### src/rtl/half_adder_pkg.sv
// rtl/half_adder_pkg.sv - shared constants for the half adder slice
package half_adder_pkg;

  // Default lane count for a plain single-bit half adder.
  localparam int HA_DEFAULT_WIDTH = 1;

  // Default width of the carry event counter.
  localparam int HA_CNT_W = 16;

endpackage : half_adder_pkg

### src/rtl/half_adder_cell.sv
// rtl/half_adder_cell.sv - single-lane combinational half adder
module half_adder_cell (
  input  logic a,
  input  logic b,
  output logic s,
  output logic c
);

  // Sum is the lane parity and carry is set only when both bits are high.
  // This means s and c can never both be 1.
  assign s = a ^ b;
  assign c = a & b;

endmodule : half_adder_cell

### src/rtl/half_adder.sv
// rtl/half_adder.sv - WIDTH-lane half adder with optional output register and carry counter
module half_adder
  import half_adder_pkg::*;
#(
  parameter int WIDTH   = HA_DEFAULT_WIDTH,
  parameter int REG_OUT = 0,
  parameter int CNT_W   = HA_CNT_W
) (
  input  logic             clk,
  input  logic             rst_n,
  input  logic [WIDTH-1:0] A,
  input  logic [WIDTH-1:0] B,
  input  logic             in_valid,
  output logic [WIDTH-1:0] Sum,
  output logic [WIDTH-1:0] Carry,
  output logic             out_valid,
  output logic [CNT_W-1:0] carry_count
);

  // The counter stops at all-ones instead of wrapping.
  localparam logic [CNT_W-1:0] CNT_MAX = {CNT_W{1'b1}};

  logic [WIDTH-1:0] sum_c;
  logic [WIDTH-1:0] carry_c;
  logic [WIDTH-1:0] sum_q;
  logic [WIDTH-1:0] carry_q;

  // One independent cell per lane.
  // There is no carry chain between lanes.
  for (genvar i = 0; i < WIDTH; i++) begin : g_lane
    half_adder_cell u_cell (
      .a (A[i]),
      .b (B[i]),
      .s (sum_c[i]),
      .c (carry_c[i])
    );
  end

  // Register stage.
  // On a qualified cycle it captures the lane results.
  // Otherwise it holds the previous results and drops valid.
  always_ff @(posedge clk or negedge rst_n) begin
    if (!rst_n) begin
      sum_q     <= '0;
      carry_q   <= '0;
      out_valid <= 1'b0;
    end else begin
      out_valid <= in_valid;
      if (in_valid) begin
        sum_q   <= sum_c;
        carry_q <= carry_c;
      end
    end
  end

  // Count captures that produced at least one carry.
  // The count saturates at all-ones.
  always_ff @(posedge clk or negedge rst_n) begin
    if (!rst_n) begin
      carry_count <= '0;
    end else if (in_valid && (|carry_c) && (carry_count != CNT_MAX)) begin
      carry_count <= carry_count + CNT_W'(1);
    end
  end

  // Output select is fixed at elaboration.
  // The combinational path never touches clk or rst_n.
  // The registered path reads 0 while reset is asserted.
  assign Sum   = (REG_OUT != 0) ? sum_q   : sum_c;
  assign Carry = (REG_OUT != 0) ? carry_q : carry_c;

endmodule : half_adder

### config.mk
export PLATFORM = sky130hd
export DESIGN_NAME = half_adder
export DESIGN_NICKNAME = d
export VERILOG_FILES = /design/src/rtl/half_adder_pkg.sv /design/src/rtl/half_adder_cell.sv /design/src/rtl/half_adder.sv
export SDC_FILE = /design/constraint.sdc
export NUM_CORES = 1
export LEC_CHECK = 0
export CAP_MARGIN = 20
export CORE_MARGIN = 4
export CORE_UTILIZATION = 50
export DETAILED_ROUTE_END_ITERATION = 6
export GPL_ROUTABILITY_DRIVEN = 0
export PLACE_DENSITY_LB_ADDON = 0.3
export REMOVE_ABC_BUFFERS = 1
export SETUP_SLACK_MARGIN = 0.15
export SLEW_MARGIN = 30
export SYNTH_ARGS = -nofsm -noshare
export SYNTH_HDL_FRONTEND = slang
export SYNTH_SLANG_ARGS = --single-unit
### constraint.sdc
create_clock -name clk -period 4.54 [get_ports clk]
set_clock_uncertainty 0.15 [all_clocks]
set_input_delay 0.908 -clock clk [delete_from_list [all_inputs] [get_ports clk]]
set_output_delay 0.908 -clock clk [all_outputs]
set_load 0.01 [all_outputs]
==> impl_metrics.ini, run 1 <==
; yosys + openroad results
[global_route]
grt_pass1_vias = 675
grt_max_degree = 18
grt_pass1_wl_microns = 3190
grt_antenna_before_repair = 0
grt.overflow.total = 0
grt_use_total_pct = 16.8

[logic_synthesis]
yosys.area.top_type_share_pct = 48.0
top_cells_by_area = dfrtp_1, xnor2_1, xor2_1
yosysChipArea_sq_um = 886
top_cell = dfrtp_1
yosys_cells = 73
edf_count = 0
synthArstFlopShare_pct = 100
avgSynthCellArea_sq_um = 12.1
synth_cell_type_count = 25
synth_top_cell_by_area = dfrtp_1
ys_seq_share_pct = 48.0
syn-instance-count = 73
synth_area_sq_um = 886
top_cells_by_count = dfrtp_1, nand3_1, xnor2_1
ys_ff = 17
ff_type = dfrtp_1
ys.warnings.count = 0

[layout]
drive_above_1_share_pct = 12.0
signal_buffers = 23
flop-count = 17
n_clock_buffer = 4
lay_top_count = clkdlybuf4s50_1
comb_area_share_pct = 39.3
clock_cell_area_share_pct = 2.24
nFillCells = 115
largest_class = multi-input combinational cells
logic_area_sq_um = 460
logic_gates = 56
inv_count = 0
area_growth_pct = 32.3
lay_top_cells = clkdlybuf4s50_1, dfrtp_1, nand3_1, xnor2_1, xor2_1
bufAreaShareNonClock_pct = 19.6
nets = 108
antenna_cells = 0
regArea_sq_um = 425

[critical_path]
critPathSlowestCell = clkdlybuf4s50_1
worstPathCellList = clkdlybuf4s50_1, ha_1, clkdlybuf4s50_1
worstSetupStartpointType = primary input
required_ps = 3480
cp_common_cell = clkdlybuf4s50_1
crit_family = buffers and inverters
path_buffers = 2
critPathArrivalTime_ps = 2230
path_class = in -> out
path_max_fanout = 6
slowest_delay_ps = 590
crit_path_end_kind = output port

[drt]
drtIter0Drc = 12
drc_errors = 0
wl_per_cell_microns = 14.7
routed_via_density = 5.43
drt-total-wl_microns = 1820
drtAntennaViolNets = 0
first_pass_iters = 4
num_vias = 673

[pwr]
powerDensity_nw_per_um2 = 351
p_leak_nw = 0.519
peakVddDrop_mv = 0.296
total_power_mw = 0.411

[timing]
min_period_ps = 3290
fin_setup_tns_ps = 0
max_slew_margin_pct = 50.6
hold_viol_final = 0
finalCritPeriodShare_pct = 72.5
hold_slack_ps = 371
worst_pin_slew_ps = 739
fmax_mhz = 304
rsz0062_at_grt = no
setup_viol = 0
setup_slack_ps = 1250
slew_viol_final = 0

[die]
num_rows = 14
dieArea_sq_um = 2510
die_y_microns = 50.1
die_w_microns = 50.1
io_pins = 24
taps = 24
fp_util_pct = 55.6

[flow_run]
maxCapViolCount = 0
tool_warnings = 25

[clock_network]
cts_hold_repair.buffers = 0
ctsResizeCount = 0
clock_sinks = 17
cts_buffer_depth = 2
clk_pin_slew_ps = 100
clock.latency.late_pin_ps = 290
htree_levels = 1
numCtsBuffers = 3
cts_tree = yes
ctsRootBufferMaster = clkbuf_4
post_cts_buffers = 0

[place]
dp_cells = 120
port_buffers = 23
hpwl_microns = 1440
placed_area_sq_um = 1150
dp_worst_setup_slack_ps = 1260

[worst_hold_path]
hold_path_class = reg -> reg

[outcome]
outcome = finished, final reports clean
-- run 1: registers in the layout, indices dropped and copies added (netlist names) --
register / cells
carry_count: 16
out_valid: 1
-- run 1: path summary, 6_finish.rpt --
check	endpoint	slack (ps)	depth (start not counted)	from
hold / removal	carry_count[0]$_DFFE_PN0P_	370	1	carry_count[0]$_DFFE_PN0P_
hold reg to reg	carry_count[0]$_DFFE_PN0P_	370	1	carry_count[0]$_DFFE_PN0P_
setup reg to reg	carry_count[10]$_DFFE_PN0P_	2720	5	carry_count[1]$_DFFE_PN0P_
setup / recovery	Carry	1250	3	A
max in group asynchronous	carry_count[4]$_DFFE_PN0P_	2880	1	rst_n
min in group asynchronous	out_valid$_DFF_PN0_	890	1	rst_n
-- run 1: power by group --
part	leakage, nW	internal [mW]	total (mW)	switching [mW]
Clock	0.0150	0.0342	0.0809	0.0467
Combinational	0.278	0.0687	0.122	0.0534
Sequential	0.226	0.174	0.208	0.0338
-- run 1: layer usage --
metal,wire [microns],global-route usage (%),share of wire (%),up-vias
met5,0,0,0,-
met4,35,6.91,1.9,0
met3,67,3.31,3.7,5
met2,930,28.3,51,19
met1,784,20.8,43,324
li1,-,-,-,325
-- run 1: worst reg2reg max path, stage by stage (launching register included) --
cell,delay [ps]
dfrtp_1,420
ha_1,240
nand4_1,200
nor3_2,380
nand4_1,160
xnor2_1,160
-- run 1: cell families after synthesis --
group / after synthesis / synth area share [%]
xor+xnor: 13 / 12.9
simple gates: 38 / 33.1
flops: 17 / 48.0
fa+ha+maj: 2 / 2.82
compound gates: 2 / 1.55
mux: 1 / 1.69
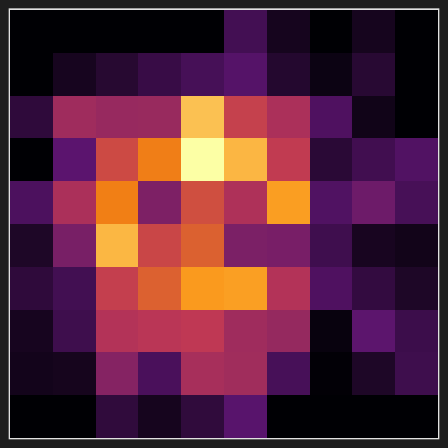
run_1/metal_density.png
10 x 10 tiles, from black (low) to pale yellow (high), scaled to the fullest tile. Values are wire area over tile area, all layers added.
densest ninth of the die = centre
mean over tiles = 0.11
fullest tile = 0.43
emptiest ninth of the die = upper right
nearly empty tiles = 18%

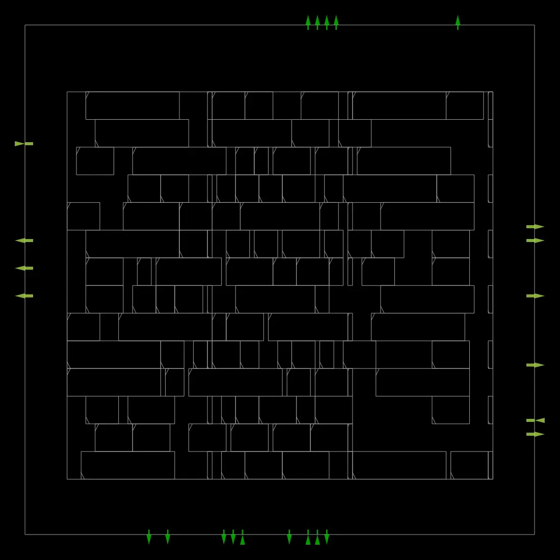
run_1/placement.png
Post-Layout Cell Count: 124
core area: 1590 sq um

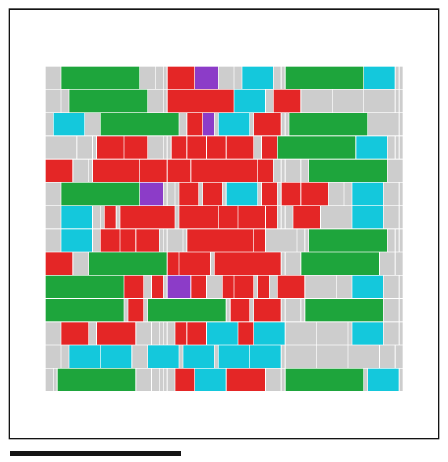
run_1/placement_by_type.png
Scale bar: 20 microns. Fill, decap, tap and diode cells in grey.
red -> combinational and other logic  # cells 56
green -> sequential cells  # cells 17
purple -> clock drivers and dummy loads  # cells 4
cyan -> remaining buffers and delay cells  # cells 23
Finished Core Util: 73.5%
fraction of area in registers: 36.3%
Final Cell Area: 1170 sq um

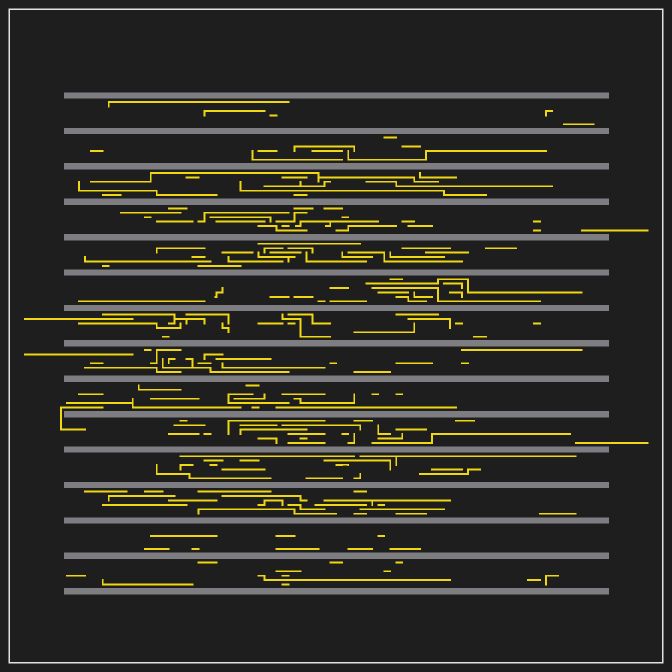
run_1/layer_met1.png
Supply wires on this layer in grey.
main direction = horizontal
wire length on this layer = 784 microns

run_1/wires.png
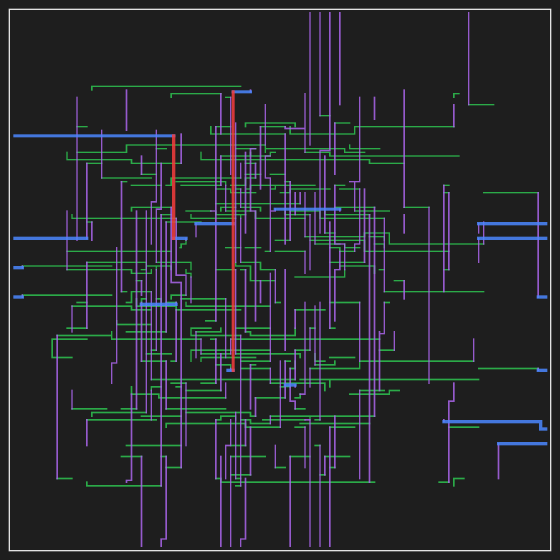

--- run 2 (diff from run 1) ---
--- a/config.mk
+++ b/config.mk
@@ -7,7 +7,7 @@
 export LEC_CHECK = 0
 export CAP_MARGIN = 20
 export CORE_MARGIN = 4
-export CORE_UTILIZATION = 50
+export CORE_UTILIZATION = 42
 export DETAILED_ROUTE_END_ITERATION = 6
 export GPL_ROUTABILITY_DRIVEN = 0
 export PLACE_DENSITY_LB_ADDON = 0.3
==> constraint.sdc (replaced) <==
create_clock -name clk -period 2.64 [get_ports clk]
set_clock_uncertainty 0.15 [all_clocks]
set_input_delay 0.528 -clock clk [delete_from_list [all_inputs] [get_ports clk]]
set_output_delay 0.528 -clock clk [all_outputs]
set_load 0.01 [all_outputs]
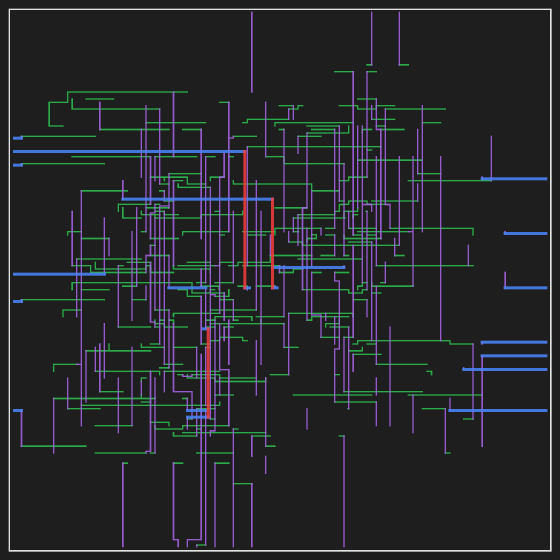
run_2/wires.png
green -> metal 1  # wire length 724 microns
purple -> metal 2  # wire length 955 microns
blue -> metal 3  # wire length 110 microns
red -> metal 4  # wire length 31.3 microns
via count: 687
DR WL/cell: 14.3 microns
Overall Global Routing Usage: 15.7%

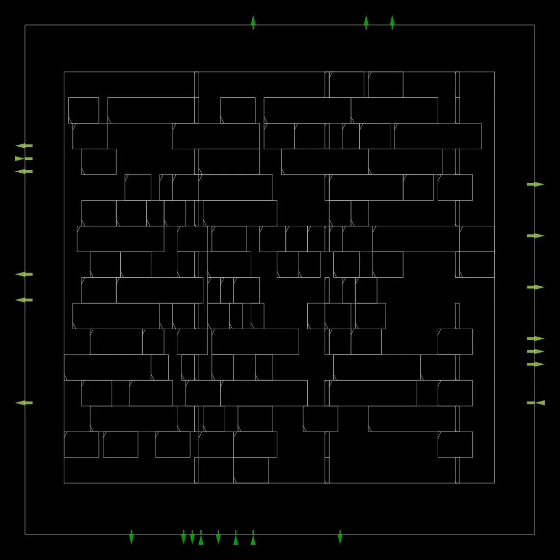
run_2/placement.png
Finished Core Util: 59.3%
fraction of area in registers: 36.2%
flop count: 17
Filler Cell Count: 171

==> run 2 against run 1 <==
Net effect: critical endpoint is now Sum; worst hold slack better by 4.7 ps; largest power group unchanged; sequential share of layout area down 0.078 points; non-clock buffer count unchanged; critical path depth unchanged; area after synthesis unchanged.
==> impl_metrics.ini, run 2 <==
; yosys + openroad results
[timing]
rsz0062_at_grt = no
fmax_mhz = 416
worst_pin_slew_ps = 745
min_period_ps = 2400
finalCritPeriodShare_pct = 91.0
hold_slack_ps = 376
max_slew_margin_pct = 50.2
setup_slack_ps = 237
setup_viol = 0
slew_viol_final = 0
fin_setup_tns_ps = 0
hold_viol_final = 0

[logic_synthesis]
yosysChipArea_sq_um = 886
yosys.area.top_type_share_pct = 48.0
top_cells_by_count = dfrtp_1, nand3_1, xnor2_1
synth_cell_type_count = 25
ff_type = dfrtp_1
ys_seq_share_pct = 48.0
avgSynthCellArea_sq_um = 12.1
top_cells_by_area = dfrtp_1, xnor2_1, xor2_1
ys_ff = 17
synth_area_sq_um = 886
synth_top_cell_by_area = dfrtp_1
syn-instance-count = 73
ys.warnings.count = 0
edf_count = 0
synthArstFlopShare_pct = 100
top_cell = dfrtp_1
yosys_cells = 73

[critical_path]
path_class = in -> out
cp_common_cell = clkdlybuf4s50_1
worstSetupStartpointType = primary input
crit_family = buffers and inverters
critPathArrivalTime_ps = 1730
worstPathCellList = clkdlybuf4s50_1, ha_1, clkdlybuf4s50_1
crit_path_end_kind = output port
required_ps = 1960
slowest_delay_ps = 530
critPathSlowestCell = clkdlybuf4s50_1
path_buffers = 2

[worst_hold_path]
hold_path_class = reg -> reg

[clock_network]
clk_pin_slew_ps = 90
ctsResizeCount = 1
numCtsBuffers = 3
post_cts_buffers = 0
htree_levels = 1
clock.latency.late_pin_ps = 290
ctsRootBufferMaster = clkbuf_4
clock_sinks = 17
cts_tree = yes
cts_hold_repair.buffers = 0
cts_buffer_depth = 2

[layout]
largest_registers = carry_count x16, out_valid x1
antenna_cells = 0
drive_above_1_share_pct = 12.0
area_growth_pct = 32.6
largest_register_ffs = 16
lay_top_cells = clkdlybuf4s50_1, dfrtp_1, nand3_1, xnor2_1, xor2_1
nets = 108
regMostFlops = carry_count
lay_top_count = clkdlybuf4s50_1

[drt]
drtAntennaViolNets = 0
drtIter0Drc = 14
wl_met3_microns = 110
drc_errors = 0
routed_via_density = 5.41
drt-met1-wl_microns = 723
highest_layer = met4
drt-total-wl_microns = 1820
first_pass_iters = 4
met2_length_microns = 954

[global_route]
grt_max_degree = 18
grt.overflow.total = 0
grtUsageMet2_pct = 27.0
grt_pass1_wl_microns = 3220
use_met3_pct = 5.26
met1_usage_pct = 18.3
grt_antenna_before_repair = 0
grt_pass1_vias = 684
gr-max-usage-layer = met2

[pwr]
powerDensity_nw_per_um2 = 592
p_leak_nw = 0.522
total_power_mw = 0.696
peakVddDrop_mv = 0.399

[flow_run]
maxCapViolCount = 0
tool_warnings = 25

[outcome]
outcome = finished, final reports clean

[die]
num_rows = 16
io_pins = 24
fp_util_pct = 44.7
die_w_microns = 53.9
die_y_microns = 53.9
coreArea_sq_um = 1980
dieArea_sq_um = 2910

[place]
port_buffers = 23
dp_worst_setup_slack_ps = 129
hpwl_microns = 1400
run 2: cell count changes in the layout (fill, tap and decap cells not counted), sizes merged:
cell	change
dlygate4sd2	+1
clkdlybuf4s50	-1
run 2: area by class of cell:
cell class	instances	area (sq um)	area share, %
timing repair buffer	23	229	19.5
clock buffer	4	26.3	2.24
tap	27	33.8	2.88
sequential	17	425	36.2
multi-input combinational	56	460	39.2
run 2: kinds of logic after synthesis:
kind of cell	Yosys count	synth area share, %
mux	1	1.69
compound gates	2	1.55
xor+xnor	13	12.9
simple gates	38	33.1
flops	17	48.0
fa+ha+maj	2	2.82
run 2: path summary, 6_finish.rpt:
check / cells after the start / slack (ps) / endpoint / startpoint
worst max-delay path: 3 / 240 / Sum / B
worst min-delay path: 1 / 380 / carry_count[0]$_DFFE_PN0P_ / carry_count[0]$_DFFE_PN0P_
worst max register to register: 5 / 820 / carry_count[14]$_DFFE_PN0P_ / carry_count[0]$_DFFE_PN0P_
worst min register to register: 1 / 380 / carry_count[0]$_DFFE_PN0P_ / carry_count[0]$_DFFE_PN0P_
max in group asynchronous: 1 / 1350 / carry_count[11]$_DFFE_PN0P_ / rst_n
min in group asynchronous: 1 / 520 / carry_count[9]$_DFFE_PN0P_ / rst_n
run 2: stage by stage:
step	std cells	cell area [sq um]
detailed placement	123	1150
floorplan	73	886
CTS	127	1170
finish	127	1170
global placement	123	1150
global route	127	1170
run 2: worst register-to-register path, cell delays in order, from the launching register on:
cell     delay, ps
dfrtp_1        410
ha_1           240
nand4_1        230
nor3_2         380
nand3_1        160
xnor2_1        150
run 2: power by group:
group	switching [mW]	internal (mW)
Combinational	0.0841	0.116
Sequential	0.0580	0.300
Clock	0.0787	0.0588
Power is estimated from default activity; no workload was simulated.
